File: src/rtl/dl_sync_fifo_if.sv
// Handshake bundle for dl_sync_fifo: write/read requests, control strobes and status flags.
// The slave modport is the FIFO side; the master modport is the producer/consumer side.
interface dl_sync_fifo_if #(
    parameter int DW = 10,
    parameter int AW = 7
);
    logic          wr_en;
    logic [DW-1:0] wr_data;
    logic          rd_en;
    logic [DW-1:0] rd_data;
    logic          rd_valid;
    logic          flush;
    logic          clr_err;
    logic          full;
    logic          empty;
    logic          almost_full;
    logic          almost_empty;
    logic [AW:0]   level;
    logic          overflow;
    logic          underflow;

    modport master (
        output wr_en, wr_data, rd_en, flush, clr_err,
        input  rd_data, rd_valid, full, empty, almost_full, almost_empty,
               level, overflow, underflow
    );

    modport slave (
        input  wr_en, wr_data, rd_en, flush, clr_err,
        output rd_data, rd_valid, full, empty, almost_full, almost_empty,
               level, overflow, underflow
    );
endinterface

File: src/rtl/dl_sync_fifo.sv
// Single-clock FIFO with registered level/flags, sticky overflow/underflow and synchronous flush.
// Optional macro DL_FIFO_ZERO_RDATA_EN forces rd_data to zero on every edge without an accepted read.
module dl_sync_fifo #(
    parameter int DW         = 10,
    parameter int AW         = 7,
    parameter int AFULL_THR  = 120,
    parameter int AEMPTY_THR = 8
) (
    input  logic             clk,
    input  logic             rst_n,
    dl_sync_fifo_if.slave    bus
);

    localparam logic [AW:0] DEPTH_L    = {1'b1, {AW{1'b0}}};
    localparam logic [AW:0] ONE_L      = {{AW{1'b0}}, 1'b1};
    localparam logic [AW:0] AFULL_L    = (AW+1)'(AFULL_THR);
    localparam logic [AW:0] AEMPTY_L   = (AW+1)'(AEMPTY_THR);

    logic [DW-1:0] mem_r [2**AW];

    logic [AW:0]   wptr_r;
    logic [AW:0]   rptr_r;
    logic [AW:0]   level_r;
    logic          full_r;
    logic          empty_r;
    logic          afull_r;
    logic          aempty_r;
    logic [DW-1:0] rd_data_r;
    logic          rd_valid_r;
    logic          ovf_r;
    logic          unf_r;

    logic          wr_acc_s;
    logic          rd_acc_s;
    logic [AW:0]   wptr_nxt_s;
    logic [AW:0]   rptr_nxt_s;
    logic [AW:0]   level_nxt_s;
    logic          full_nxt_s;
    logic          empty_nxt_s;
    logic          afull_nxt_s;
    logic          aempty_nxt_s;
    logic [DW-1:0] rd_data_nxt_s;
    logic          ovf_nxt_s;
    logic          unf_nxt_s;

    // Acceptance, pointer/level next-state and post-edge flag computation
    always_comb begin
        wr_acc_s      = bus.wr_en && !full_r  && !bus.flush;
        rd_acc_s      = bus.rd_en && !empty_r && !bus.flush;
        wptr_nxt_s    = wptr_r;
        rptr_nxt_s    = rptr_r;
        level_nxt_s   = level_r;
        rd_data_nxt_s = rd_data_r;
        ovf_nxt_s     = ovf_r;
        unf_nxt_s     = unf_r;

        if (bus.flush) begin
            wptr_nxt_s  = {(AW+1){1'b0}};
            rptr_nxt_s  = {(AW+1){1'b0}};
            level_nxt_s = {(AW+1){1'b0}};
        end else begin
            if (wr_acc_s) begin
                wptr_nxt_s = wptr_r + ONE_L;
            end else begin
                wptr_nxt_s = wptr_r;
            end
            if (rd_acc_s) begin
                rptr_nxt_s = rptr_r + ONE_L;
            end else begin
                rptr_nxt_s = rptr_r;
            end
            case ({wr_acc_s, rd_acc_s})
                2'b10:   level_nxt_s = level_r + ONE_L;
                2'b01:   level_nxt_s = level_r - ONE_L;
                default: level_nxt_s = level_r;
            endcase
        end

        full_nxt_s   = (level_nxt_s == DEPTH_L);
        empty_nxt_s  = (level_nxt_s == {(AW+1){1'b0}});
        afull_nxt_s  = (level_nxt_s >= AFULL_L);
        aempty_nxt_s = (level_nxt_s <= AEMPTY_L);

        // Read data comes straight from the array; a same-edge write is never visible
        if (rd_acc_s) begin
            rd_data_nxt_s = mem_r[rptr_r[AW-1:0]];
        end else begin
`ifdef DL_FIFO_ZERO_RDATA_EN
            rd_data_nxt_s = {DW{1'b0}};
`else
            rd_data_nxt_s = rd_data_r;
`endif
        end

        // Set beats clear on a coincident edge; flush suppresses error detection
        if (bus.wr_en && full_r && !bus.flush) begin
            ovf_nxt_s = 1'b1;
        end else if (bus.clr_err) begin
            ovf_nxt_s = 1'b0;
        end else begin
            ovf_nxt_s = ovf_r;
        end
        if (bus.rd_en && empty_r && !bus.flush) begin
            unf_nxt_s = 1'b1;
        end else if (bus.clr_err) begin
            unf_nxt_s = 1'b0;
        end else begin
            unf_nxt_s = unf_r;
        end
    end

    // Storage array; contents deliberately survive reset
    always_ff @(posedge clk) begin
        if (wr_acc_s) begin
            mem_r[wptr_r[AW-1:0]] <= bus.wr_data;
        end
    end

    // Control and output registers
    always_ff @(posedge clk or negedge rst_n) begin
        if (!rst_n) begin
            wptr_r     <= {(AW+1){1'b0}};
            rptr_r     <= {(AW+1){1'b0}};
            level_r    <= {(AW+1){1'b0}};
            full_r     <= 1'b0;
            empty_r    <= 1'b1;
            afull_r    <= 1'b0;
            aempty_r   <= 1'b1;
            rd_data_r  <= {DW{1'b0}};
            rd_valid_r <= 1'b0;
            ovf_r      <= 1'b0;
            unf_r      <= 1'b0;
        end else begin
            wptr_r     <= wptr_nxt_s;
            rptr_r     <= rptr_nxt_s;
            level_r    <= level_nxt_s;
            full_r     <= full_nxt_s;
            empty_r    <= empty_nxt_s;
            afull_r    <= afull_nxt_s;
            aempty_r   <= aempty_nxt_s;
            rd_data_r  <= rd_data_nxt_s;
            rd_valid_r <= rd_acc_s;
            ovf_r      <= ovf_nxt_s;
            unf_r      <= unf_nxt_s;
        end
    end

    assign bus.rd_data      = rd_data_r;
    assign bus.rd_valid     = rd_valid_r;
    assign bus.full         = full_r;
    assign bus.empty        = empty_r;
    assign bus.almost_full  = afull_r;
    assign bus.almost_empty = aempty_r;
    assign bus.level        = level_r;
    assign bus.overflow     = ovf_r;
    assign bus.underflow    = unf_r;

endmodule

File: src/flat_wrapper.sv
// flat-port wrapper written by rule: the top's interface ports become plain ports
module dl_sync_fifo_flat 
#(
    parameter int DW         = 10,
    parameter int AW         = 7,
    parameter int AFULL_THR  = 120,
    parameter int AEMPTY_THR = 8
)
  (clk, rst_n, bus_wr_en, bus_wr_data, bus_rd_en, bus_flush, bus_clr_err, bus_rd_data, bus_rd_valid, bus_full, bus_empty, bus_almost_full, bus_almost_empty, bus_level, bus_overflow, bus_underflow);
  dl_sync_fifo_if #(.DW(DW), .AW(AW)) bus_i ();
  input  logic clk;
  input  logic rst_n;
  input wire logic [$bits(bus_i.wr_en)-1:0] bus_wr_en;
  input wire logic [$bits(bus_i.wr_data)-1:0] bus_wr_data;
  input wire logic [$bits(bus_i.rd_en)-1:0] bus_rd_en;
  input wire logic [$bits(bus_i.flush)-1:0] bus_flush;
  input wire logic [$bits(bus_i.clr_err)-1:0] bus_clr_err;
  output wire logic [$bits(bus_i.rd_data)-1:0] bus_rd_data;
  output wire logic [$bits(bus_i.rd_valid)-1:0] bus_rd_valid;
  output wire logic [$bits(bus_i.full)-1:0] bus_full;
  output wire logic [$bits(bus_i.empty)-1:0] bus_empty;
  output wire logic [$bits(bus_i.almost_full)-1:0] bus_almost_full;
  output wire logic [$bits(bus_i.almost_empty)-1:0] bus_almost_empty;
  output wire logic [$bits(bus_i.level)-1:0] bus_level;
  output wire logic [$bits(bus_i.overflow)-1:0] bus_overflow;
  output wire logic [$bits(bus_i.underflow)-1:0] bus_underflow;
  assign bus_i.wr_en = bus_wr_en;
  assign bus_i.wr_data = bus_wr_data;
  assign bus_i.rd_en = bus_rd_en;
  assign bus_i.flush = bus_flush;
  assign bus_i.clr_err = bus_clr_err;
  assign bus_rd_data = bus_i.rd_data;
  assign bus_rd_valid = bus_i.rd_valid;
  assign bus_full = bus_i.full;
  assign bus_empty = bus_i.empty;
  assign bus_almost_full = bus_i.almost_full;
  assign bus_almost_empty = bus_i.almost_empty;
  assign bus_level = bus_i.level;
  assign bus_overflow = bus_i.overflow;
  assign bus_underflow = bus_i.underflow;
  dl_sync_fifo #(.DW(DW), .AW(AW), .AFULL_THR(AFULL_THR), .AEMPTY_THR(AEMPTY_THR)) u_core (.clk(clk), .rst_n(rst_n), .bus(bus_i));
endmodule
File: config.mk
export PLATFORM = sky130hd
export DESIGN_NAME = dl_sync_fifo_flat
export DESIGN_NICKNAME = d
export VERILOG_FILES = /design/src/rtl/dl_sync_fifo_if.sv /design/src/rtl/dl_sync_fifo.sv /design/src/flat_wrapper.sv
export SDC_FILE = /design/constraint.sdc
export NUM_CORES = 1
export LEC_CHECK = 0
export ABC_CLOCK_PERIOD_IN_PS = 3600
export CELL_PAD_IN_SITES_DETAIL_PLACEMENT = 1
export CELL_PAD_IN_SITES_GLOBAL_PLACEMENT = 1
export CORE_MARGIN = 4
export CORE_UTILIZATION = 35
export DETAILED_ROUTE_END_ITERATION = 7
export PLACE_DENSITY_LB_ADDON = 0.1
export RECOVER_POWER = 100
export SETUP_SLACK_MARGIN = 0.4
export SKIP_LAST_GASP = 1
export SYNTH_ARGS = -nofsm -noshare
export SYNTH_HDL_FRONTEND = slang
export SYNTH_SLANG_ARGS = --single-unit
File: constraint.sdc
create_clock -name clk -period 3.6 [get_ports clk]
set_input_delay 1.08 -clock clk [delete_from_list [all_inputs] [get_ports clk]]
set_output_delay 1.08 -clock clk [all_outputs]
set_load 0.01 [all_outputs]
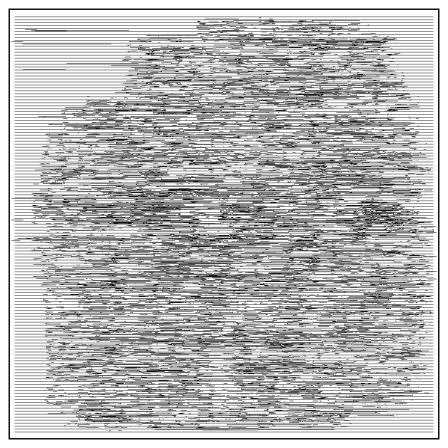
(images/met1.png)
Supply wires on this layer in grey.
nets with wire on the layer = 2764
longest straight run = 298 µm
WL final: 145 mm
GR Layer Usage met1: 0.282
vias post-DR: 26000

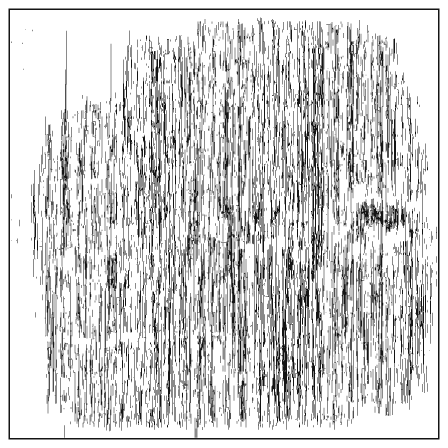
(images/met2.png)
wire length on this layer = 66.5 mm
longest straight run = 129 µm
main direction = vertical
share of all routed wire = 46%
nets with wire on the layer = 2580

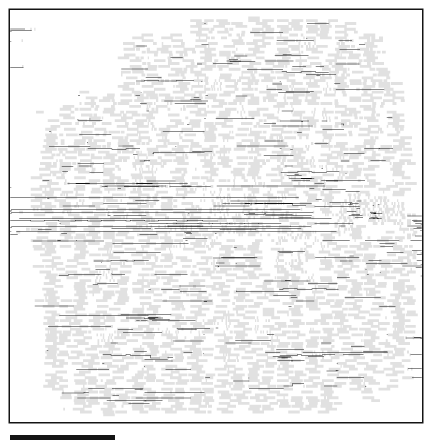
(images/met3.png)
Bar = 100 µm. Cells faint in the background.
main direction = horizontal
share of all routed wire = 5.6%
longest straight run = 305 µm
GRT met3 Usage: 0.0356

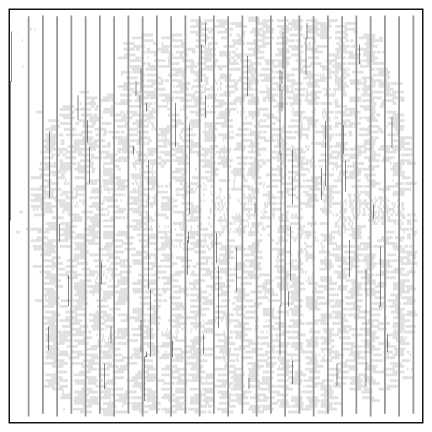
(images/met4.png)
Supply wires on this layer in grey. Cells faint in the background.
share of all routed wire = 1.6%
main direction = vertical
longest straight run = 145 µm
nets with wire on the layer = 26

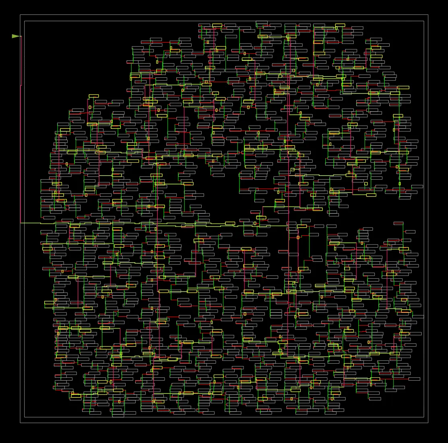
(images/final_clocks.png)
Clock net power: 14300 µW
# clk buffers: 194
Worst Skew: 19.2 ps

==> summary.txt <==
run metrics: status=finished with violations, failing checks=capacitance limit, slew limit, worst r2r src=u_core.rptr_r[0]$_DFFE_PN0P_, CP Capture Point=u_core.mem_r[94][4]$_DFFE_PP_, Psw=around 7500 µW, IO Pins=41, vias in the first global route=27300, Slew Viols, Final=560, MUX share of area=0.156, Synth Cell Area=51700 µm², Seq area share=0.656, Synth Flop Type=edfxtp_1, Hold-fix buffers, CTS=0, Critical Path Stages=7, combinational share of cell area=0.193, number of fill cells=about 14000, Cell Chain, Critical Path=clkdlybuf4s50_1, clkbuf_4, clkbuf_1, or3_1, clkbuf_1, nor2_1, clkbuf_1, Startpoint Class=primary input, Power Sequential=17100 µW, Most Crowded Layer GR=met2, largest power group=registers, Fin Setup TNS=0 ps, pin count of the biggest net entering global routing=107, worst hold path type=flop to flop, 1st-iter DRT viols=between 2000 and 2500, CTS Root Cell=clkbuf_16, wire per inst=approximately 30 µm, Leakage Power=0.0180 µW, Post-Place Setup Slack=-317 ps, Latency at later pin=between 700 and 800 ps, RSZ-0062 raised after global routing=yes, Comb gates=1036, flops & latches, synth=1319, TritonRoute pass-1 iters=5, synthesized net count=2539, Reg clk slew, reported paths=about 60 ps, worst flop-to-flop path endpoint=u_core.bus.rd_data[1]$_DFFE_PN0P_, Simple-Gate Fraction of Synth Area=0.0279, Critical-path top delay cell=clkbuf_1, H-tree level count=4, fmax=293 MHz, signal buffers share of area=0.0339, initial antenna violation count=9, FF-to-FF path depth=9, most frequent cells in the layout=edfxtp_1 (1280), mux4_2 (280), clkbuf_1 (181), drc violations=0, number of CTS-inserted buffers=146, peak supply drop=0.000440 V, Cell Pwr Density=564 nW/µm², Non-Clock Buffer Count=298, crit-path max FO=10, Total GRT Usage=0.189, core area=146000 µm², Post-synth EDFFs=1280, WHS Path Cells=2, FF/Latch Area=about 39000 µm², adder share=0.000968, tap cell count=roughly 1900, reg-to-reg setup timing slack=340 ps, CTS resizes=7, max_cap viols=12, Final clock-cell share=0.0760, DR top layer=met4, Net Sw Frac=0.221, Sink Count=approximately 1300, YS chip area=51700 µm², Cells after Synth=2519, aggregate global routing overflow=0, seq_cells=1319, worst hold slack=535 ps, xor/xnor share=0.00305
Power figures rest on the tool's default switching activity, not on a simulated workload.
